$ cat config.mk
export PLATFORM = sky130hd
export DESIGN_NAME = io_bus_controller
export DESIGN_NICKNAME = d
export VERILOG_FILES = /design/src/rtl/io_bus_pkg.sv /design/src/rtl/io_addr_decoder.sv /design/src/rtl/io_bus_controller.sv
export SDC_FILE = /design/constraint.sdc
export NUM_CORES = 1
export LEC_CHECK = 0
export ABC_AREA = 1
export CAP_MARGIN = 20
export CORE_MARGIN = 8
export CORE_UTILIZATION = 47
export DETAILED_ROUTE_END_ITERATION = 16
export GPL_ROUTABILITY_DRIVEN = 0
export GPL_TIMING_DRIVEN = 0
export PLACE_DENSITY = 0.86
export SLEW_MARGIN = 20
export SYNTH_ARGS = -nofsm -noshare
export SYNTH_HDL_FRONTEND = slang
export SYNTH_HIERARCHICAL = 1
export SYNTH_SLANG_ARGS = --single-unit
export TNS_END_PERCENT = 1
$ cat constraint.sdc
create_clock -name CLK -period 2.3 [get_ports CLK]
set_input_delay 0.345 -clock CLK [delete_from_list [all_inputs] [get_ports CLK]]
set_output_delay 0.345 -clock CLK [all_outputs]
set_load 0.01 [all_outputs]
$ cat src/rtl/io_bus_pkg.sv
// rtl/io_bus_pkg.sv - shared types and constants for the IO bus controller
//
// Contents:
//   busState_t          2-bit FSM state encoding (IDLE, DECODE, COMMIT, HOLD)
//   DefaultBaseAddress  IO address of port 0 unless overridden
//   DefaultNumPorts     default number of output ports
//   DefaultStatusOffset offset of the status register from BaseAddress

package io_bus_pkg;

  typedef enum logic [1:0] {
    IDLE   = 2'd0,
    DECODE = 2'd1,
    COMMIT = 2'd2,
    HOLD   = 2'd3
  } busState_t;

  localparam int DefaultBaseAddress  = 60;
  localparam int DefaultNumPorts     = 4;
  // The status register sits directly after the last port.
  localparam int DefaultStatusOffset = DefaultNumPorts;

endpackage

$ cat src/rtl/io_addr_decoder.sv
// rtl/io_addr_decoder.sv - combinational IO address decoder
//
// Ports:
//   address    in   AddrBits  IO address to decode
//   portSel    out  NumPorts  one-hot select, bit k for BaseAddress+k
//   statusHit  out  1         address equals BaseAddress+StatusOffset
//   mapped     out  1         address hits a port or the status register

module io_addr_decoder
  import io_bus_pkg::*;
#(
  parameter int NumPorts     = DefaultNumPorts,
  parameter int BaseAddress  = DefaultBaseAddress,
  parameter int AddrBits     = 9,
  parameter int StatusOffset = DefaultStatusOffset
) (
  input  logic [AddrBits-1:0] address,
  output logic [NumPorts-1:0] portSel,
  output logic                statusHit,
  output logic                mapped
);

  logic [31:0] addrExt;

  // Compare in 32 bits: a target above 2**AddrBits-1 can never match the
  // zero-extended address, so map entries never wrap around.
  always_comb begin
    addrExt = 32'(address);
    portSel = '0;
    for (int k = 0; k < NumPorts; k++) begin
      if (addrExt == $unsigned(BaseAddress + k)) begin
        portSel[k] = 1'b1;
      end
    end
    statusHit = (addrExt == $unsigned(BaseAddress + StatusOffset));
    mapped    = (|portSel) | statusHit;
  end

endmodule

$ cat src/rtl/io_bus_controller.sv
// rtl/io_bus_controller.sv - CPU IO write/read controller for output ports
//
// Ports:
//   CLK          in   1                   clock, all state on rising edge
//   Reset        in   1                   synchronous active-high reset
//   AddressIO    in   AddrBits            CPU IO address
//   DataFromCPU  in   32                  CPU write data
//   WriteIO      in   1                   CPU write request level
//   DataToCPU    out  32                  registered read-back data
//   PortIn       in   NumPorts*PortWidth  per-port input values
//   PortOut      out  NumPorts*PortWidth  per-port output registers
//   WriteStrobe  out  NumPorts            one-cycle pulse per committed port
//   Busy         out  1                   transaction in progress
//   ErrUnmapped  out  1                   sticky unmapped-write flag

module io_bus_controller
  import io_bus_pkg::*;
#(
  parameter int NumPorts    = 4,
  parameter int PortWidth   = 31,
  parameter int BaseAddress = DefaultBaseAddress,
  parameter int AddrBits    = 9
) (
  input  logic                          CLK,
  input  logic                          Reset,
  input  logic [AddrBits-1:0]           AddressIO,
  input  logic [31:0]                   DataFromCPU,
  input  logic                          WriteIO,
  output logic [31:0]                   DataToCPU,
  input  logic [NumPorts*PortWidth-1:0] PortIn,
  output logic [NumPorts*PortWidth-1:0] PortOut,
  output logic [NumPorts-1:0]           WriteStrobe,
  output logic                          Busy,
  output logic                          ErrUnmapped
);

  busState_t             state;
  busState_t             stateNext;
  logic                  writeIoQ;
  logic                  latchEn;
  logic                  commitEn;
  logic [AddrBits-1:0]   latchedAddr;
  logic [31:0]           latchedData;

  logic [NumPorts-1:0]   wrPortSel;
  logic                  wrStatusHit;
  logic                  wrMapped;
  logic [NumPorts-1:0]   rdPortSel;
  logic                  rdStatusHit;
  logic                  rdMapped;
  logic [31:0]           readMux;

  // Bits that are deliberately not consumed (upper data bits when
  // PortWidth < 32, and the read-path mapped flag).
  logic                  unusedBits;
  assign unusedBits = ^{latchedData, rdMapped};

  // Write path decodes the address captured at the start of the transaction.
  io_addr_decoder #(
    .NumPorts    (NumPorts),
    .BaseAddress (BaseAddress),
    .AddrBits    (AddrBits),
    .StatusOffset(NumPorts)
  ) u_wr_decoder (
    .address  (latchedAddr),
    .portSel  (wrPortSel),
    .statusHit(wrStatusHit),
    .mapped   (wrMapped)
  );

  // Read path decodes the live address every cycle.
  io_addr_decoder #(
    .NumPorts    (NumPorts),
    .BaseAddress (BaseAddress),
    .AddrBits    (AddrBits),
    .StatusOffset(NumPorts)
  ) u_rd_decoder (
    .address  (AddressIO),
    .portSel  (rdPortSel),
    .statusHit(rdStatusHit),
    .mapped   (rdMapped)
  );

  // State register, edge detector and transaction latch. writeIoQ resets
  // high so a WriteIO level held across reset release is not seen as a
  // fresh rising edge.
  always_ff @(posedge CLK) begin
    if (Reset) begin
      state       <= IDLE;
      writeIoQ    <= 1'b1;
      latchedAddr <= '0;
      latchedData <= '0;
    end else begin
      state    <= stateNext;
      writeIoQ <= WriteIO;
      if (latchEn) begin
        latchedAddr <= AddressIO;
        latchedData <= DataFromCPU;
      end
    end
  end

  always_comb begin
    stateNext = state;
    latchEn   = 1'b0;
    commitEn  = 1'b0;
    case (state)
      IDLE: begin
        if (WriteIO && !writeIoQ) begin
          stateNext = DECODE;
          latchEn   = 1'b1;
        end
      end
      DECODE: begin
        stateNext = COMMIT;
      end
      COMMIT: begin
        stateNext = HOLD;
        commitEn  = 1'b1;
      end
      HOLD: begin
        // Stay here until WriteIO drops: one commit per high period.
        if (!WriteIO) begin
          stateNext = IDLE;
        end
      end
      default: begin
        stateNext = IDLE;
      end
    endcase
  end

  assign Busy = (state != IDLE);

  // Commit datapath. Reset has priority, so a reset landing on the COMMIT
  // edge drops the transaction without touching PortOut or the strobes.
  always_ff @(posedge CLK) begin
    if (Reset) begin
      PortOut     <= '0;
      WriteStrobe <= '0;
      ErrUnmapped <= 1'b0;
    end else begin
      WriteStrobe <= '0;
      if (commitEn) begin
        if (!wrMapped) begin
          ErrUnmapped <= 1'b1;
        end else if (wrStatusHit) begin
          ErrUnmapped <= 1'b0;
        end else begin
          WriteStrobe <= wrPortSel;
          for (int k = 0; k < NumPorts; k++) begin
            if (wrPortSel[k]) begin
              PortOut[k*PortWidth +: PortWidth] <= latchedData[PortWidth-1:0];
            end
          end
        end
      end
    end
  end

  // Read-back mux, zero-extending the selected port slice.
  always_comb begin
    readMux = '0;
    if (rdStatusHit) begin
      readMux = {30'b0, Busy, ErrUnmapped};
    end else begin
      for (int k = 0; k < NumPorts; k++) begin
        if (rdPortSel[k]) begin
          readMux[PortWidth-1:0] = PortIn[k*PortWidth +: PortWidth];
        end
      end
    end
  end

  always_ff @(posedge CLK) begin
    if (Reset) begin
      DataToCPU <= '0;
    end else begin
      DataToCPU <= readMux;
    end
  end

endmodule

Figure 1. Power grid (run 1).
Drawn at 3 px/um. Pins as bars on the die edge. Tap cells in gray.
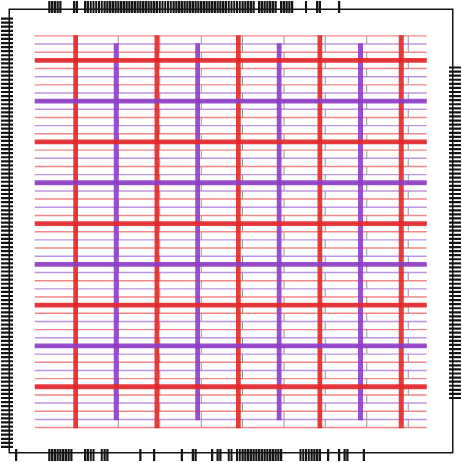
Key: purple = VDD; red = VSS
49 met1 rails follow the rows. 9 straps on met5.

Figure 2. Cells colored by class (run 1).
Drawn at 3 px/um. Fill, decap, tap and diode cells in gray.
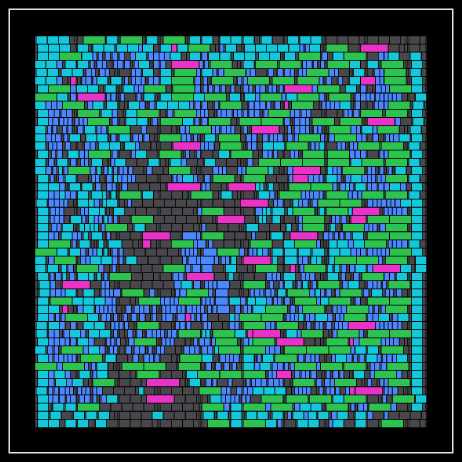
Key: magenta = clock drivers and dummy loads [cells 39, share of their area 6.1%]; cyan = other buffers and delay cells [cells 402, share of their area 31%]; blue = all other logic [cells 826, share of their area 30%]; green = flip-flops [cells 203, share of their area 34%]
utilization after layout: 0.727
# rows: 48

Figure 3. Clock network drawn from the DEF (run 1).
Drawn at 2 px/um.
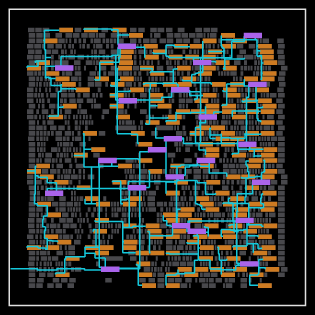
Key: cyan = clock wires [length 2,370 um]; orange = flip-flops [count 203]; purple = cells driving clock nets [count 22]
Position of the flops: widely spread.
Latency at later pin: 490 ps
Worst Clk Skew: 13.5 ps
Clk power: 3.59 mW
Clock power frac: 0.445

==> results.sh, run 1 <==
# yosys + openroad results
export IMPL_outcome="completed"
export IMPL_clk_pin_slew_ps=60
export IMPL_area_delta_synth_final_pct=52.9
export IMPL_rr_worst_depth=9
export IMPL_switching_share=0.233
export IMPL_crit_arrival_ps=2290
export IMPL_grt_max_degree=14
export IMPL_vias=8934
export IMPL_syn_area_per_cell_um2=7.34
export IMPL_synth_warnings=6
export IMPL_grt_pass1_wl_um=47900
export IMPL_rsz0062_at_grt="no"
export IMPL_warnings=29
export IMPL_hold_class="in2reg"
export IMPL_hp_start="Reset"
export IMPL_drtPass1Iterations=5
export IMPL_vias_per_cell=5.26
export IMPL_r2r_setup_slack_ps=510
export IMPL_hold_slack_ps=192
export IMPL_p_leak_nw=5.36
export IMPL_met2_usage=0.493
export IMPL_end_kind="flop"
export IMPL_worst_pin_slew_ps=594
export IMPL_hold_end="WriteStrobe[2]"
export IMPL_final_setup_tns_ps=0
export IMPL_power_density_mw_per_mm2=650
export IMPL_drc_errors=0
export IMPL_combPwrFrac=0.091
export IMPL_power_mw=8.07
export IMPL_postCtsHoldBufs=0
export IMPL_setup_viol=0
export IMPL_cp_endpoint="DataToCPU[26]"
export IMPL_first_iter_violations=627
export IMPL_die_h_um=147
export IMPL_initCoreUtil=0.475
export IMPL_maxSlewViolCount=0
export IMPL_startpoint_type="input pin"
export IMPL_htreeDepth=1
export IMPL_startpoint="AddressIO[5]"
export IMPL_clock_sinks=203
export IMPL_min_path_cells=2
export IMPL_synth_nets=1276
export IMPL_stdcell_count=1697
export IMPL_rr_startpoint="latchedAddr[8]"
export IMPL_coreArea_mm2=0.0171
export IMPL_required_ps=2660
export IMPL_io_buffers=326
export IMPL_synthCells=1105
export IMPL_drive_above_1_share=0.0707
export IMPL_cts_tree="built"
export IMPL_ant_nets=0
export IMPL_max_cap_viol_count=0
export IMPL_cp_max_fo=10
export IMPL_r2r_end="PortOut[1]"
export IMPL_ir_worst_vdd_v=0.000497
export IMPL_dp_hpwl_um=23900
export IMPL_dieArea_mm2=0.0217
export IMPL_clk_path_buf_depth=3
export IMPL_p_seq_frac=0.465
export IMPL_grt_remaining_overflow=0
export IMPL_top_usage_layer="met2"
export IMPL_antenna_found_initial=2
export IMPL_hold_viol=0
export IMPL_place_inst=1656
export IMPL_io_pins=330
export IMPL_fmax_mhz=518
export IMPL_die_width_um=147
export IMPL_routedWlPerCell_um=18.5
export IMPL_post_route_period_util=0.840
export IMPL_met1_usage=0.295
export IMPL_grt_use_total=0.276
export IMPL_cts_buffers=22
export IMPL_layout_top_cell="clkdlybuf4s50_1"
export IMPL_power_internal_mw=6.19
export IMPL_met3_usage=0.0824
export IMPL_path_class="in2reg"
export IMPL_cts_root_buf="clkbuf_16"
export IMPL_relSlewSlack=0.604
export IMPL_finalNetCount=1626
export IMPL_net_switching_power_mw=1.88
export IMPL_grt_pass1_vias=8758
export IMPL_min_period_ps=1930
export IMPL_synth_area_mm2=0.00811
export IMPL_wirelength_um=31400
export IMPL_layout_top_cells="clkdlybuf4s50_1, nor2_1, dfxtp_1, o21ai_0, nand2_1"
[run 1: area by class of cell]
class	instances	area [um^2]
clock buffer	29	638
sequential	203	4060
multi-input combinational	752	3330
inverter	74	280
buffer	76	430
antenna	2	5.00
tap	225	282
timing repair buffer	326	3270
clock inverter	10	103
fill	1324	4650
[run 1: flip-flops by register name, indices dropped and copies added, names as in the netlist]
name,cells
DataToCPU,31
ErrUnmapped,1
WriteStrobe,4
PortOut,124
latchedAddr,9
latchedData,31
writeIoQ,1
state,2
[run 1: layer usage]
| metal | vias up | routed length (um) |
|---|---|---|
| met3 | 78 | 3450 |
| met5 | - | 0 |
| met4 | 0 | 1230 |
| li1 | 4255 | - |
| met1 | 4093 | 11000 |
| met2 | 508 | 15700 |
[run 1: stage by stage]
stage,instance area [um^2],setup slack (ps),utilization
after global routing,12400,240,0.727
after detailed placement,11700,-95.9,0.683
after global placement,11700,-32.5,0.683
after floorplan,8110,867,-
final,12400,368,0.727
after CTS,12400,64.7,0.727
[run 1: power groups by stage]
stage                     Clock (mW)  Sequential [mW]  Combinational [mW]
after floorplan                    0             3.78               0.298
after global placement             0             3.82               0.701
after detailed placement           0             3.82               0.721
after CTS                       3.61             3.74               0.729
after global routing            3.77             3.76               0.802
final                           3.59             3.75               0.731
[run 1: repair_timing]
action / in CTS / in global routing
setup endpoints to repair: 0 / 1
resized: 0 / 1
setup buffers: 0 / 0
[run 1: worst max-delay path, cell delays in order]
cell	delay [ps]
clkdlybuf4s50_1	500
nand2_1	60
inv_1	50
nand2_1	70
inv_1	60
nand2_1	60
nor2_1	290
inv_1	200
clkbuf_1	230
o21ai_0	350
a21oi_1	70
Figure 4. Wiring by layer (run 1).
Drawn at 3 px/um.
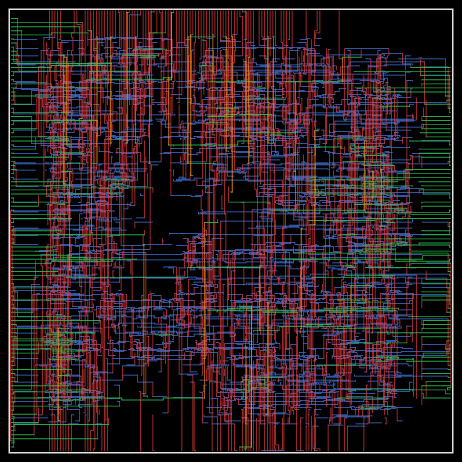

==> inputs of run 2 (changes only) <==
CORE_UTILIZATION = 43   (was 47)
PLACE_DENSITY = 0.8   (was 0.86)
clock period = 2 ns   (was 2.3 ns; I/O delays follow)
Figure 5. Wiring by layer (run 2).
Drawn at 3 px/um.
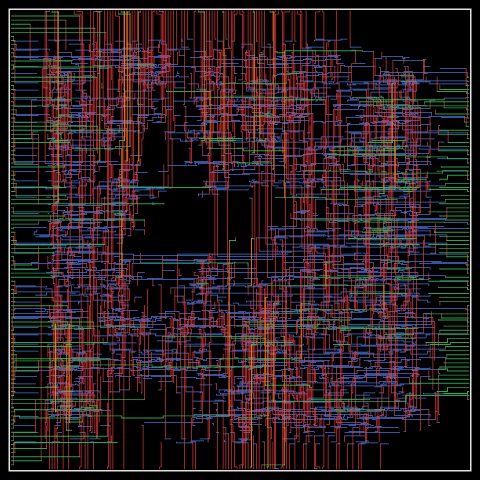
Key: green = met3 [wire length 3,370 um]; red = met2 [wire length 15,000 um]; blue = met1 [wire length 11,500 um]; orange = met4 [wire length 1,060 um]

Figure 6. Power grid (run 2).
Drawn at 3 px/um. Pins as bars on the die edge. Tap cells in gray.
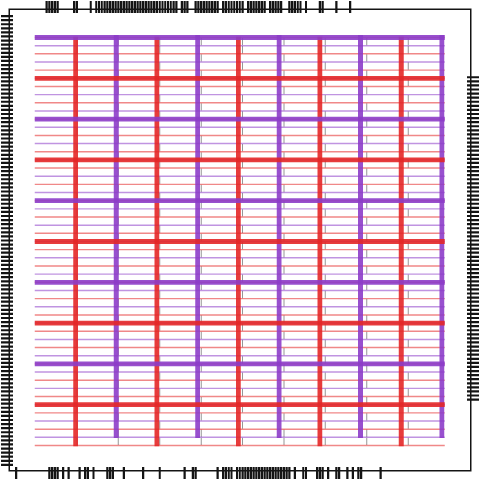
Key: purple = VDD; red = VSS
10 straps on met5. 10 straps on met4.

==> run 2 against run 1 <==
Die area rose by 8.3%; clock-buffer cell count rose by 1; clock skew fell by 3.7 ps; cell count rose by 0.65%; wire length fell by 1.6%; register-to-register slack got worse by 270 ps; area after synthesis did not move; total power rose by 16%; largest power group unchanged.
==> results.sh, run 2 <==
# yosys + openroad results
export IMPL_r2r_setup_slack_ps=240
export IMPL_path_depth=4
export IMPL_synth_area_mm2=0.00811
export IMPL_min_period_ps=1910
export IMPL_path_class="reg2out"
export IMPL_cp_endpoint="Busy"
export IMPL_dp_slack_ps=-294
export IMPL_clk_pin_slew_ps=60
export IMPL_startpoint="state[0]"
export IMPL_skew_ps=9.87
export IMPL_required_ps=1700
export IMPL_top_regs="PortOut x124, DataToCPU x31, latchedData x31"
export IMPL_htreeDepth=1
export IMPL_rr_startpoint="latchedAddr[8]"
export IMPL_warnings=30
export IMPL_hold_end="WriteStrobe[0]"
export IMPL_grt_max_degree=15
export IMPL_setup_viol=0
export IMPL_p_leak_nw=5.37
export IMPL_synthCells=1105
export IMPL_wirelength_um=30900
export IMPL_path_common_cell="inv_1"
export IMPL_postCtsHoldBufs=0
export IMPL_end_kind="primary output"
export IMPL_drc_errors=0
export IMPL_dieArea_mm2=0.0235
export IMPL_layout_top_cells="clkdlybuf4s50_1, nor2_1, dfxtp_1, o21ai_0, nand2_1"
export IMPL_comb_area_mm2=0.00334
export IMPL_setup_slack_ps=87.0
export IMPL_cp_num_buf_inv=3
export IMPL_dp_hpwl_um=23600
export IMPL_antenna_found_initial=3
export IMPL_hold_class="in2reg"
export IMPL_io_pins=330
export IMPL_finalNetCount=1626
export IMPL_initCoreUtil=0.436
export IMPL_path_cells="inv_1, ha_1, inv_1, dlygate4sd2_1"
export IMPL_rsz0062_at_grt="yes"
export IMPL_r2r_end="PortOut[107]"
export IMPL_clock_sinks=203
export IMPL_layout_top_cell="clkdlybuf4s50_1"
export IMPL_post_route_period_util=0.956
export IMPL_hold_viol=0
export IMPL_largest_register_ffs=124
export IMPL_hp_start="Reset"
export IMPL_first_iter_violations=552
export IMPL_ant_nets=0
export IMPL_max_cap_viol_count=0
export IMPL_cts_tree="built"
export IMPL_drive_above_1_share=0.0727
export IMPL_cts_root_buf="clkbuf_16"
export IMPL_fillers=1613
export IMPL_utilization=0.670
export IMPL_cts_buffers=22
export IMPL_die_h_um=153
export IMPL_cp_max_fo=4
export IMPL_regMostFlops="PortOut"
export IMPL_insertion_delay_ps=500
export IMPL_startpoint_type="flop"
export IMPL_rows=50
export IMPL_critPathTopFamily="buffers and inverters"
export IMPL_outcome="completed"
export IMPL_slowest_stage="dfxtp_1"
export IMPL_vias=8721
export IMPL_grt_pass1_wl_um=47800
export IMPL_synth_warnings=6
export IMPL_synth_nets=1276
export IMPL_worst_pin_slew_ps=532
export IMPL_maxSlewViolCount=0
export IMPL_grt_use_total=0.252
export IMPL_ir_worst_vdd_v=0.000485
export IMPL_grt_pass1_vias=8709
export IMPL_vias_per_cell=5.11
export IMPL_grt_remaining_overflow=0
export IMPL_power_density_mw_per_mm2=751
export IMPL_area_delta_synth_final_pct=53.5
export IMPL_io_buffers=326
export IMPL_drtPass1Iterations=8
export IMPL_clk_path_buf_depth=3
export IMPL_min_path_cells=2
export IMPL_max_stage_delay_ps=360
export IMPL_fmax_mhz=523
export IMPL_relSlewSlack=0.646
export IMPL_rr_worst_depth=9
==> run 2: cell types whose count changed in the layout (fill, tap and decap cells not counted), sizes merged <==
cell and change:
clkinvlp -1, dlymetal6s2s -1, dlygate4sd2 +1, inv +1, diode +1, clkbuf +1
==> run 2: where the power goes <==
group | internal [mW] | leakage (nW) | switching [mW] | total [mW]
clock | 2.55 | 0.384 | 1.65 | 4.20
sequential | 4.16 | 1.64 | 0.152 | 4.31
combinational | 0.457 | 3.35 | 0.373 | 0.830
==> run 2: layout make-up <==
type                       count  area share
antenna                        3    0.000603
buffer                        76      0.0349
clock buffer                  30      0.0524
clock inverter                10     0.00885
inverter                      74      0.0225
multi-input combinational    752       0.269
sequential                   203       0.327
tap                          234      0.0235
timing repair buffer         326       0.262
==> run 2: per-layer routing <==
metal  vias up  track usage  routed length (um)
met5         -            0                   0
met4         0       0.0985                1060
met3        64       0.0857                3370
met2       430        0.440               15000
met1      3973        0.278               11500
li1       4254            -                   -
==> run 2: metrics by stage <==
step / total power [mW] / TNS (ps) / std cells / instance area [um^2] / hold slack [ps]
after global placement: 5.20 / -4720 / 1665 / 11700 / 447
after floorplan: 4.69 / 0 / 1105 / 8110 / 407
after global routing: 9.67 / -20.5 / 1708 / 12400 / 139
final: 9.34 / 0 / 1708 / 12400 / 138
after CTS: 9.39 / 0 / 1705 / 12400 / 128
after detailed placement: 5.22 / -5240 / 1665 / 11700 / 451
==> run 2: repair_timing <==
| item | in CTS | in global routing |
|---|---|---|
| pin swaps | 0 | 0 |
| endpoints found under the setup margin | 1 | 17 |
| buffers inserted | 0 | 0 |
| gates cloned | 0 | 0 |
| gates resized | 1 | 6 |
Power figures rest on the tool's default switching activity, not on a simulated workload.
